Figure 1. The metal 1 layer.
Scale: 4 px per um. Supply wires on this layer in gray.
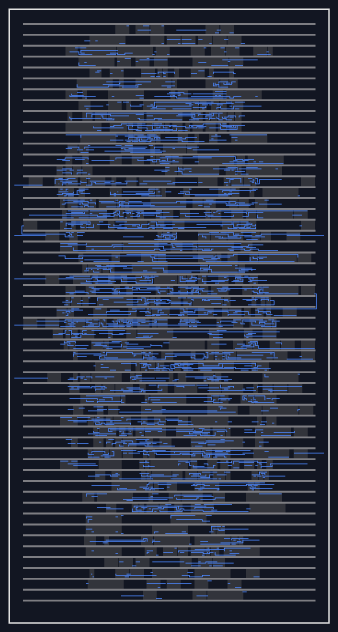
Figure 2. Metal 2.
Scale: 4 px per um.
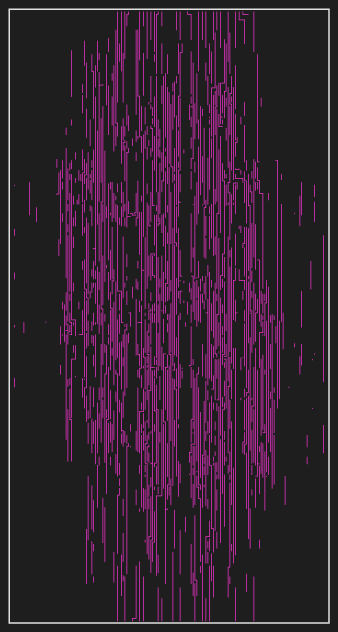
Figure 3. Met3 routing.
Scale: 4 px per um.
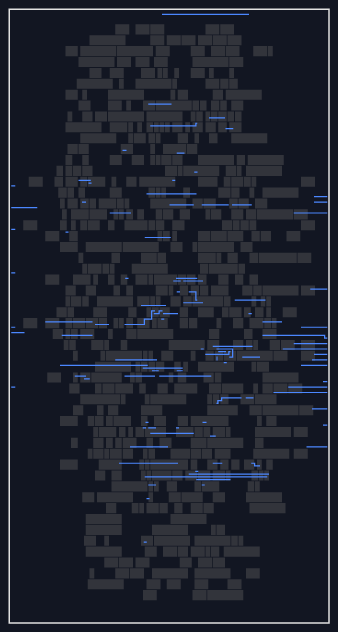
Figure 4. M4 wires.
Scale: 3 px per um. Supply wires on this layer in gray.
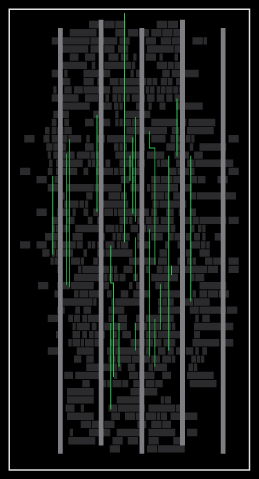
Figure 5. Routing congestion.
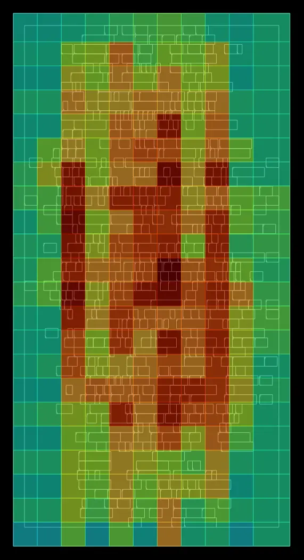
**config.mk**
```make
export PLATFORM = sky130hd
export DESIGN_NAME = gray_seq_gen_flat
export DESIGN_NICKNAME = d
export VERILOG_FILES = /design/src/rtl/gray_seq_gen_if.sv /design/src/rtl/gray_seq_gen.sv /design/src/flat_wrapper.sv
export SDC_FILE = /design/constraint.sdc
export NUM_CORES = 1
export LEC_CHECK = 0
export CAP_MARGIN = 5
export CORE_ASPECT_RATIO = 2
export CORE_MARGIN = 3
export CORE_UTILIZATION = 35
export CTS_CLUSTER_SIZE = 8
export DETAILED_ROUTE_END_ITERATION = 6
export PLACE_DENSITY = 0.68
export SLEW_MARGIN = 25
export SYNTH_ARGS = -nofsm -noshare
export SYNTH_HDL_FRONTEND = slang
export SYNTH_SLANG_ARGS = --single-unit
```
**constraint.sdc**
```tcl
create_clock -name clk -period 2.8 [get_ports clk]
set_input_delay 0.42 -clock clk [delete_from_list [all_inputs] [get_ports clk]]
set_output_delay 0.42 -clock clk [all_outputs]
set_load 0.01 [all_outputs]
```
**src/rtl/gray_seq_gen_if.sv**
```systemverilog
// Stream and control bundle for gray_seq_gen.
// master: the generator itself; slave: the controller/consumer side.
interface gray_seq_gen_if #(
  parameter int unsigned MAX_BITS = 16
);
  localparam int unsigned NB_W = $clog2(MAX_BITS + 1);

  logic                start;
  logic                stop;
  logic [NB_W-1:0]     num_bits;
  logic                dir;
  logic                one_shot;
  logic [MAX_BITS-1:0] start_idx;
  logic                out_ready;
  logic                out_valid;
  logic [MAX_BITS-1:0] gray_out;
  logic [MAX_BITS-1:0] bin_out;
  logic                wrap;
  logic                busy;
  logic                done;

  modport master (
    input  start, stop, num_bits, dir, one_shot, start_idx, out_ready,
    output out_valid, gray_out, bin_out, wrap, busy, done
  );

  modport slave (
    output start, stop, num_bits, dir, one_shot, start_idx, out_ready,
    input  out_valid, gray_out, bin_out, wrap, busy, done
  );
endinterface

```
**src/rtl/gray_seq_gen.sv**
```systemverilog
// Gray-code sequence source: walks a binary index over a runtime width N
// and presents each code as Gray and binary on a valid/ready stream.
module gray_seq_gen #(
  parameter int unsigned MAX_BITS = 16
) (
  input  logic         clk,
  input  logic         rst,
  gray_seq_gen_if.master bus
);
  localparam int unsigned NB_W = $clog2(MAX_BITS + 1);
  localparam logic [MAX_BITS-1:0] ONE = MAX_BITS'(1);

  typedef enum logic [1:0] {
    ST_IDLE,
    ST_RUN,
    ST_DONE
  } state_e;

  state_e              state_q, state_d;
  logic [MAX_BITS-1:0] mask_q, mask_d;
  logic [MAX_BITS-1:0] bin_q, bin_d;
  logic [MAX_BITS-1:0] gray_q, gray_d;
  logic                dir_q, dir_d;
  logic                one_shot_q, one_shot_d;
  logic                valid_q, valid_d;
  logic                wrap_q, wrap_d;
  logic                busy_q, busy_d;
  logic                done_q, done_d;

  logic [NB_W-1:0]     eff_n;
  logic [MAX_BITS-1:0] start_mask;
  logic                fire;
  logic                last_code;

  // Clamp the requested width into 1..MAX_BITS and expand it to a mask.
  always_comb begin
    if (bus.num_bits == '0) begin
      eff_n = NB_W'(1);
    end else if (32'(bus.num_bits) > MAX_BITS) begin
      eff_n = NB_W'(MAX_BITS);
    end else begin
      eff_n = bus.num_bits;
    end
    start_mask = '0;
    for (int unsigned i = 0; i < MAX_BITS; i++) begin
      start_mask[i] = (i < 32'(eff_n));
    end
  end

  assign fire      = valid_q & bus.out_ready;
  assign last_code = dir_q ? (bin_q == '0) : (bin_q == mask_q);

  always_comb begin
    state_d    = state_q;
    mask_d     = mask_q;
    bin_d      = bin_q;
    dir_d      = dir_q;
    one_shot_d = one_shot_q;
    valid_d    = valid_q;
    wrap_d     = 1'b0;
    busy_d     = busy_q;
    done_d     = done_q;

    if (bus.stop) begin
      state_d = ST_IDLE;
      valid_d = 1'b0;
      busy_d  = 1'b0;
      done_d  = 1'b0;
    end else begin
      unique case (state_q)
        ST_IDLE, ST_DONE: begin
          if (bus.start) begin
            state_d    = ST_RUN;
            mask_d     = start_mask;
            dir_d      = bus.dir;
            one_shot_d = bus.one_shot;
            bin_d      = bus.start_idx & start_mask;
            valid_d    = 1'b1;
            busy_d     = 1'b1;
            done_d     = 1'b0;
          end
        end
        ST_RUN: begin
          if (fire) begin
            if (last_code) begin
              wrap_d = 1'b1;
              if (one_shot_q) begin
                // DONE keeps the last code on the outputs.
                state_d = ST_DONE;
                valid_d = 1'b0;
                busy_d  = 1'b0;
                done_d  = 1'b1;
              end else begin
                bin_d = dir_q ? mask_q : '0;
              end
            end else begin
              bin_d = (dir_q ? (bin_q - ONE) : (bin_q + ONE)) & mask_q;
            end
          end
        end
        default: begin
          state_d = ST_IDLE;
          valid_d = 1'b0;
          busy_d  = 1'b0;
          done_d  = 1'b0;
        end
      endcase
    end

    gray_d = bin_d ^ (bin_d >> 1);
  end

  always_ff @(posedge clk or posedge rst) begin
    if (rst) begin
      state_q    <= ST_IDLE;
      mask_q     <= ONE;
      bin_q      <= '0;
      gray_q     <= '0;
      dir_q      <= 1'b0;
      one_shot_q <= 1'b0;
      valid_q    <= 1'b0;
      wrap_q     <= 1'b0;
      busy_q     <= 1'b0;
      done_q     <= 1'b0;
    end else begin
      state_q    <= state_d;
      mask_q     <= mask_d;
      bin_q      <= bin_d;
      gray_q     <= gray_d;
      dir_q      <= dir_d;
      one_shot_q <= one_shot_d;
      valid_q    <= valid_d;
      wrap_q     <= wrap_d;
      busy_q     <= busy_d;
      done_q     <= done_d;
    end
  end

  assign bus.out_valid = valid_q;
  assign bus.gray_out  = gray_q;
  assign bus.bin_out   = bin_q;
  assign bus.wrap      = wrap_q;
  assign bus.busy      = busy_q;
  assign bus.done      = done_q;
endmodule
```
**src/flat_wrapper.sv**
```systemverilog
// flat-port wrapper written by rule: the top's interface ports become plain ports
module gray_seq_gen_flat 
#(
  parameter int unsigned MAX_BITS = 16
)
  (clk, rst, bus_start, bus_stop, bus_num_bits, bus_dir, bus_one_shot, bus_start_idx, bus_out_ready, bus_out_valid, bus_gray_out, bus_bin_out, bus_wrap, bus_busy, bus_done);
  gray_seq_gen_if #(.MAX_BITS(MAX_BITS)) bus_i ();
  input  logic clk;
  input  logic rst;
  input wire logic [$bits(bus_i.start)-1:0] bus_start;
  input wire logic [$bits(bus_i.stop)-1:0] bus_stop;
  input wire logic [$bits(bus_i.num_bits)-1:0] bus_num_bits;
  input wire logic [$bits(bus_i.dir)-1:0] bus_dir;
  input wire logic [$bits(bus_i.one_shot)-1:0] bus_one_shot;
  input wire logic [$bits(bus_i.start_idx)-1:0] bus_start_idx;
  input wire logic [$bits(bus_i.out_ready)-1:0] bus_out_ready;
  output wire logic [$bits(bus_i.out_valid)-1:0] bus_out_valid;
  output wire logic [$bits(bus_i.gray_out)-1:0] bus_gray_out;
  output wire logic [$bits(bus_i.bin_out)-1:0] bus_bin_out;
  output wire logic [$bits(bus_i.wrap)-1:0] bus_wrap;
  output wire logic [$bits(bus_i.busy)-1:0] bus_busy;
  output wire logic [$bits(bus_i.done)-1:0] bus_done;
  assign bus_i.start = bus_start;
  assign bus_i.stop = bus_stop;
  assign bus_i.num_bits = bus_num_bits;
  assign bus_i.dir = bus_dir;
  assign bus_i.one_shot = bus_one_shot;
  assign bus_i.start_idx = bus_start_idx;
  assign bus_i.out_ready = bus_out_ready;
  assign bus_out_valid = bus_i.out_valid;
  assign bus_gray_out = bus_i.gray_out;
  assign bus_bin_out = bus_i.bin_out;
  assign bus_wrap = bus_i.wrap;
  assign bus_busy = bus_i.busy;
  assign bus_done = bus_i.done;
  gray_seq_gen #(.MAX_BITS(MAX_BITS)) u_core (.clk(clk), .rst(rst), .bus(bus_i));
endmodule
```
==> results.tsv <==
metric	value	unit
drive_gt1_share	16.67	%
ant_nets	0	
syn_nets	479	
grt_pass1_wl	20310	um
p_comb_share	55.2	%
worstPathRequired	2.97	ns
yosysTopAreaCell	dfrtp_1	
dpl.cell_count	652	
root_buffer	clkbuf_16	
holdBufCountCts	0	
endpoint_kind	flip-flop	
hold_class	flip-flop to flip-flop	
drtIter0Drc	215	
drc	0	
hp-start	u_core.mask_q[0]	
ys_top_cells_by_area	dfrtp_1 (34%), xnor2_1 (6.7%), nand2_1 (5.1%), ha_1 (5.0%), a21oi_1 (4.6%)	
crit_fanout	6	
clk_latency	0.30	ns
rows	53	
synth-adder-area-share	5.486	%
skew	0.005979	ns
synthSimpleGateAreaFrac	21.74	%
grt_pass1_vias	3828	
ys_area	3786	um2
hold_path_depth	1	
slew_viol_final	0	
path_buffers	2	
outcome	completed	
logic_area	2387	um2
xor_area_share	9.650	%
comb.multi_input.count	346	
synthAoiAreaFrac	21.84	%
ys_seq_share	35.06	%
diodes	0	
dieArea	12180	um2
Back to the opening pictures, Figure 1:
main direction: horizontal
share of all routed wire: 36%
longest straight run: 31.3 um
nets with wire on the layer: 523
WL final: 12780 um
met1 usage: 23.45%
total number of vias: 3742

Back to the opening pictures, Figure 2:
share of all routed wire: 55%
main direction: vertical
longest straight run: 61.9 um
nets with wire on the layer: 492
wire length on this layer: 7080 um
met2 Resource Use GR: 40.05%

Back to the opening pictures, Figure 3:
longest straight run: 30.4 um
share of all routed wire: 3.9%
nets with wire on the layer: 68
main direction: horizontal
wire length on this layer: 496 um
met3 Use GR: 2.064%

Back to the opening pictures, Figure 4:
share of all routed wire: 5.1%
main direction: vertical
wire length on this layer: 658 um
longest straight run: 76.2 um
nets with wire on the layer: 19

Back to the opening pictures, Figure 5:
Final Util: 47.88%
Tot GR Track Use: 21.59%

## worst reg2reg max path, stage by stage (launching register included)
cell	delay [ns]
dfrtp_2	0.46
buf_4	0.16
ha_2	0.40
nand4_1	0.20
a31oi_4	0.31
a2111oi_4	0.11
buf_4	0.17
or3_1	0.36
nand3_1	0.09
a31oi_2	0.15
xor2_1	0.19
## power groups by stage
stage | sequential [uW] | clock [uW] | combinational [uW]
final | 1230 | 665 | 2320
after global routing | 1250 | 706 | 2530
after CTS | 1220 | 673 | 2200
after detailed placement | 1240 | 0 | 2180
after global placement | 1230 | 0 | 2150
after floorplan | 1260 | 0 | 1260
Power is estimated from default activity; no workload was simulated.
